$ cat src/rtl/xor_end_stage.sv
`default_nettype none
// ============================================================================
//  Module      : xor_end_stage
//  Description : Registered, mode-selectable XOR stage placed after the ASCON
//                permutation (init-end key XOR, domain separation, final key
//                XOR with tag extraction/compare, pass-through).
//  Revision    : 1.0 - initial release
// ============================================================================
module xor_end_stage #(
    parameter int          KEY_W     = 128,
    parameter logic [63:0] DSEP_MASK = 64'h0000000000000001
) (
    input  logic                 clock_i,
    input  logic                 resetb_i,
    // upstream side
    input  logic                 valid_i,
    output logic                 ready_o,
    input  logic [1:0]           mode_i,
    input  logic [4:0][63:0]     state_i,
    input  logic [KEY_W-1:0]     key_i,
    input  logic [127:0]         tag_ref_i,
    // downstream side
    output logic                 valid_o,
    input  logic                 ready_i,
    output logic [4:0][63:0]     state_o,
    output logic [127:0]         tag_o,
    output logic                 tag_match_o
);

    localparam logic [1:0] c_MODE_PASS     = 2'b00;
    localparam logic [1:0] c_MODE_INIT_END = 2'b01;
    localparam logic [1:0] c_MODE_DSEP     = 2'b10;
    localparam logic [1:0] c_MODE_FINAL    = 2'b11;

    logic [4:0][63:0] w_key_mask;
    logic [4:0][63:0] w_state_nxt;
    logic [127:0]     w_tag_nxt;
    logic             w_match_nxt;
    logic             w_accept;

    logic             r_valid;
    logic [4:0][63:0] r_state;
    logic [127:0]     r_tag;
    logic             r_tag_match;

    // Key words line up with the tail of the state: {w4, w3, w2, w1, w0}.
    if (KEY_W == 128) begin : g_key128
        assign w_key_mask = {key_i[63:0], key_i[127:64], 64'h0, 64'h0, 64'h0};
    end else if (KEY_W == 160) begin : g_key160
        assign w_key_mask = {key_i[63:0], key_i[127:64],
                             {32'h0, key_i[159:128]}, 64'h0, 64'h0};
    end else begin : g_key_bad
        $error("xor_end_stage: KEY_W must be 128 or 160");
        assign w_key_mask = '0;
    end

    assign ready_o  = !r_valid || ready_i;
    assign w_accept = valid_i && ready_o;

    always_comb begin
        w_state_nxt = state_i;
        w_tag_nxt   = '0;
        w_match_nxt = 1'b0;
        case (mode_i)
            c_MODE_PASS: begin
                w_state_nxt = state_i;
            end
            c_MODE_INIT_END: begin
                w_state_nxt = state_i ^ w_key_mask;
            end
            c_MODE_DSEP: begin
                w_state_nxt[4] = state_i[4] ^ DSEP_MASK;
            end
            c_MODE_FINAL: begin
                w_state_nxt = state_i ^ w_key_mask;
                w_tag_nxt   = {w_state_nxt[3], w_state_nxt[4]};
                w_match_nxt = (w_tag_nxt == tag_ref_i);
            end
            default: begin
                w_state_nxt = state_i;
            end
        endcase
    end

    // Accept has priority: a simultaneous consume+accept simply replaces data.
    always_ff @(posedge clock_i or negedge resetb_i) begin
        if (!resetb_i) begin
            r_valid     <= 1'b0;
            r_state     <= '0;
            r_tag       <= '0;
            r_tag_match <= 1'b0;
        end else if (w_accept) begin
            r_valid     <= 1'b1;
            r_state     <= w_state_nxt;
            r_tag       <= w_tag_nxt;
            r_tag_match <= w_match_nxt;
        end else if (ready_i) begin
            r_valid     <= 1'b0;
        end
    end

    assign valid_o     = r_valid;
    assign state_o     = r_state;
    assign tag_o       = r_tag;
    assign tag_match_o = r_tag_match;

endmodule
`default_nettype wire

$ cat config.mk
export PLATFORM = sky130hd
export DESIGN_NAME = xor_end_stage
export DESIGN_NICKNAME = d
export VERILOG_FILES = /design/src/rtl/xor_end_stage.sv
export SDC_FILE = /design/constraint.sdc
export NUM_CORES = 1
export LEC_CHECK = 0
export ABC_CLOCK_PERIOD_IN_PS = 3640
export CAP_MARGIN = 20
export CORE_AREA = 2 2 403 405
export DETAILED_ROUTE_END_ITERATION = 10
export DIE_AREA = 0 0 405 407
export GPL_TIMING_DRIVEN = 0
export PLACE_DENSITY = 0.32
export SYNTH_ARGS = -nofsm -noshare
export SYNTH_HDL_FRONTEND = slang
export SYNTH_SLANG_ARGS = --single-unit
$ cat constraint.sdc
create_clock -name clock_i -period 3.64 [get_ports clock_i]
set_input_delay 0.364 -clock clock_i [delete_from_list [all_inputs] [get_ports clock_i]]
set_output_delay 0.364 -clock clock_i [all_outputs]
set_load 0.02 [all_outputs]
==> metrics.yaml <==
route:
  drtIter0Drc: 1249
  first_pass_iters: 5
  vias_per_cell: 3.600
worst_setup_path:
  worstSetupPathDepth: 8
  startpoint_type: "input pin"
  r2r_setup_slack_ns: 0.40
  regToRegStartpoint: "valid_o$_DFFE_PN0P_"
  critPathCapture: "tag_match_o$_DFFE_PN0P_"
  required_ns: 4.22
  crit_family: "simple AND/OR/NAND/NOR gates"
  r2r.worst_path.cells: 7
  crit_chain: "clkdlybuf4s50_1, xnor2_1, xor2_1, nand4_1, nor4_1, nand3_1, nor4_2, a32o_2"
  cp_slowest_cell: "xor2_1"
  cp_num_buf_inv: 1
  path_class: "in -> reg"
finish:
  layout-drive-gt1-share_pct: 4.686
  flops: 450
  comb_area_um2: 8573
  seqCellArea_um2: 11260
  fin_nets: 3927
  finalNonFillerCells: 5580
  multiInputCombCellCount: 1659
  area_delta_synth_final_pct: 77.36
  signal_buffers: 1166
  buf_share_pct: 31.00
  comb-cell-share_pct: 23.86
  fill_cells: 17590
  largest_class: "sequential cells"
  clockNetworkAreaShare_pct: 6.073
  final_cell_mix: "1031 x clkdlybuf4s50_1, 970 x nand2_1, 450 x dfrtp_1"
pwr:
  peakVddDrop_uv: 333.4
  powerDensity_nw_per_um2: 497.5
placed_design:
  dpl_cell_area_um2: 33630
  dp_cells: 5432
  hpwl_mm: 124.6
  io_buffer_count: 1032
  pre_cts_ws_ns: -0.6243
grt:
  grt_max_degree: 96
  grt_pass1_vias: 20470
  overflow: 0
  antenna_found_initial: 59
  grt_pass1_wl_mm: 192.2
sta:
  hold_viol: 0
  setup_tns_ns: 0
  worst_slack_ns: 0.3920
  finalCritPeriodShare_pct: 89.23
  maxSlewHeadroom_pct: 4.351
  slew_violations: 0
  period_needed_ns: 3.248
  finalSetupViolCount: 0
die:
  die_x_um: 405
  die_h_um: 407
  dieArea_um2: 164800
  tap_cells: 2160
  ioPinCount: 1033
run:
  tool_warnings: 26
  maxCapViolCount: 0
status:
  status: "finished, final reports clean"
synthesis:
  fp_nets: 2804
  ys_sh_adder_pct: 0
  top_area_share_pct: 55.59
  syn_inst: 2222
  ys_cells: 2222
  mux_share_pct: 0.04941
clock_network:
  cts.sinks: 450
  cts_tree: "done"
  htree_levels: 3
worst_hold_path:
  min_path_type: "in -> async"
## repair_timing
action	in CTS	in global routing
hold buffers	1	0
setup buffers	0	0
hold endpoints to repair	74	0
setup endpoints to repair	10	10
resized	1	3
## synth_stat cells
cell,count
buf_1,8
nor3_1,1
dfrtp_1,450
and3_1,1
nand4_2,1
xor2_1,158
o2111ai_1,2
nand4_1,12
a211oi_1,5
inv_1,1
buf_2,25
a221o_1,1
o211ai_1,1
a22oi_1,4
a32o_2,1
a22o_1,2
o221ai_1,1
nand2b_1,2
o22ai_1,10
nand3_1,2
xnor2_1,188
clkbuf_1,79
nor2_1,6
o21ai_1,5
mux2i_1,1
o21ai_0,257
nor4_1,19
nor4_2,1
a221oi_1,5
or4_4,1
a2111oi_0,1
and2_1,1
nand2_1,970
## worst min path at each step
stage / startpoint / to / cells past startpoint
5_1_grt: resetb_i / state_o[306]$_DFFE_PN0P_ / 2
3_5_place_dp: resetb_i / state_o[306]$_DFFE_PN0P_ / 1
4_1_cts: resetb_i / state_o[304]$_DFFE_PN0P_ / 2
6_report: resetb_i / state_o[306]$_DFFE_PN0P_ / 2
2_1_floorplan: resetb_i / state_o[0]$_DFFE_PN0P_ / 0
3_3_place_gp: state_o[50]$_DFFE_PN0P_ / state_o[50]$_DFFE_PN0P_ / 2
## state kept, by name, summed over array words and instances (netlist names)
signal	cells
state_o	320
tag_match_o	1
valid_o	1
tag_o	128
## metal layers
layer,routed length [µm],vias to the layer above,track usage [%]
met1,60400,9789,20.80
met2,71400,749,28.56
met3,14150,155,7.336
li1,-,9367,-
met4,3611,30,5.590
met5,201,-,0
## report_power, final
part	switching (mW)	leakage (nW)	total, mW	internal, mW
sequential	0.370	5.68	6.00	5.63
clock	2.76	1.07	6.75	3.99
combinational	2.95	8.20	5.12	2.18
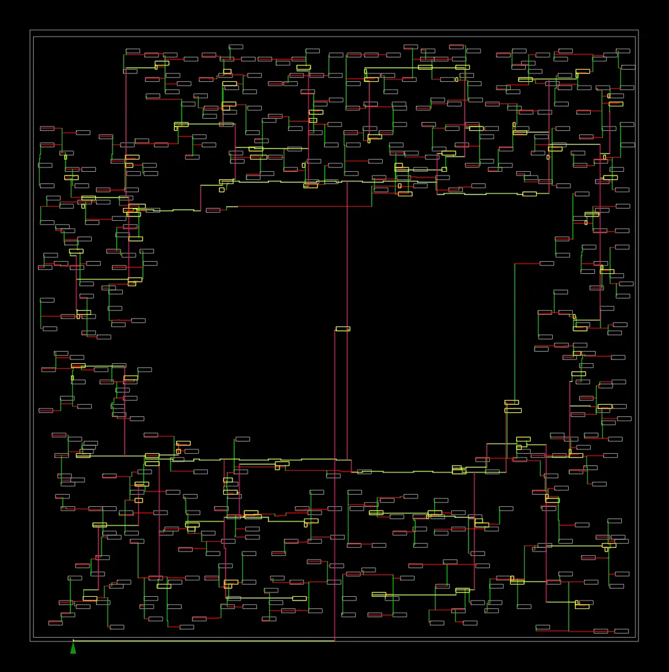
*Clock wiring as the flow saved it*
clk ins delay skew pair: 0.65 ns
Clock Power: 6.75 mW
clk_skew: 0.02575 ns
# clk buffers: 96
total CTS buffers: 67

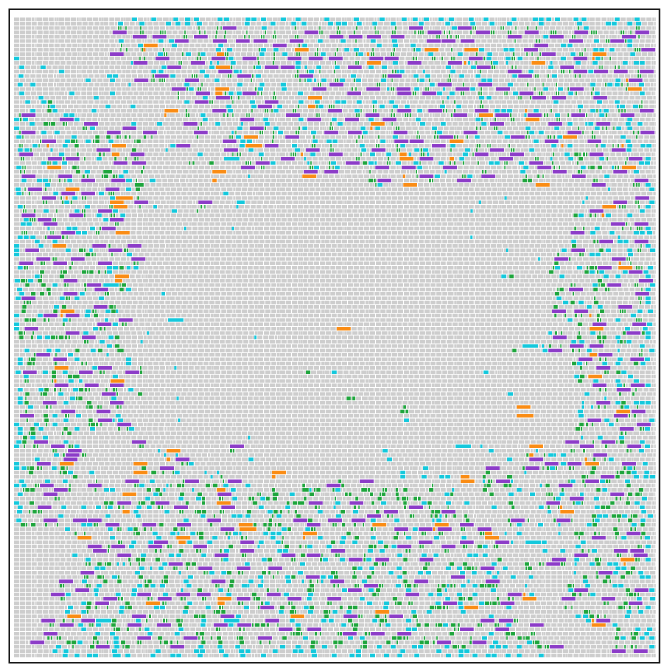
*Placement by cell class*
Fill, decap, tap and diode cells in grey.
class	colour	cells	share of their area
combinational and other logic	green	1660	26%
remaining buffers and delay cells	cyan	1166	34%
sequential cells	purple	450	34%
clock drivers and dummy loads	orange	117	6.6%
sequential share of cell area: 31.34%
# rows: 147
area of the core: 160200 µm²
post-route core utilization: 22.43%
design area: 35930 µm²

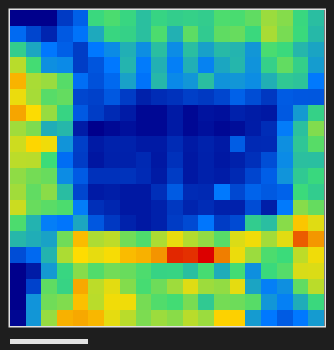
*Signal metal coverage by tile*
Bar = 100 µm. The die is cut into 20 by 20 equal tiles; dark blue is low, red is high, scaled to the fullest tile. Values are wire area over tile area, all layers added.
fullest tile	0.41
emptiest ninth of the die	middle
mean over tiles	0.15
tiles over half the peak	34%
nearly empty tiles	4.0%
Wirelength per Cell: 26.84 µm
total track usage: 17.54%
drt total wl: 149.8 mm
routed via count: 20090

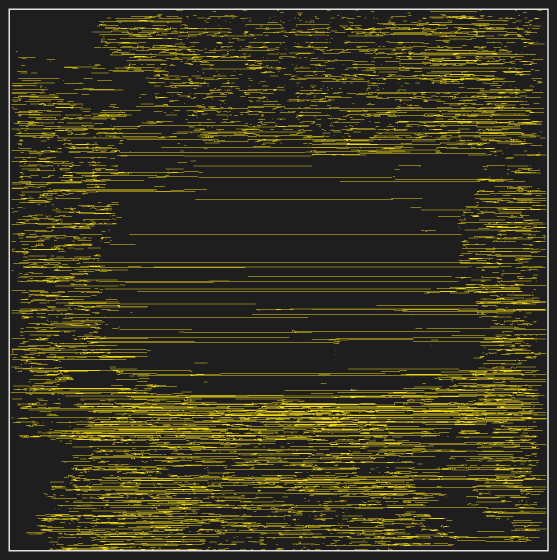
*M1 wires*
longest straight run	299 µm
main direction	horizontal
M1 GR Usage: 20.80%

Power and IR drop assume default switching activity.
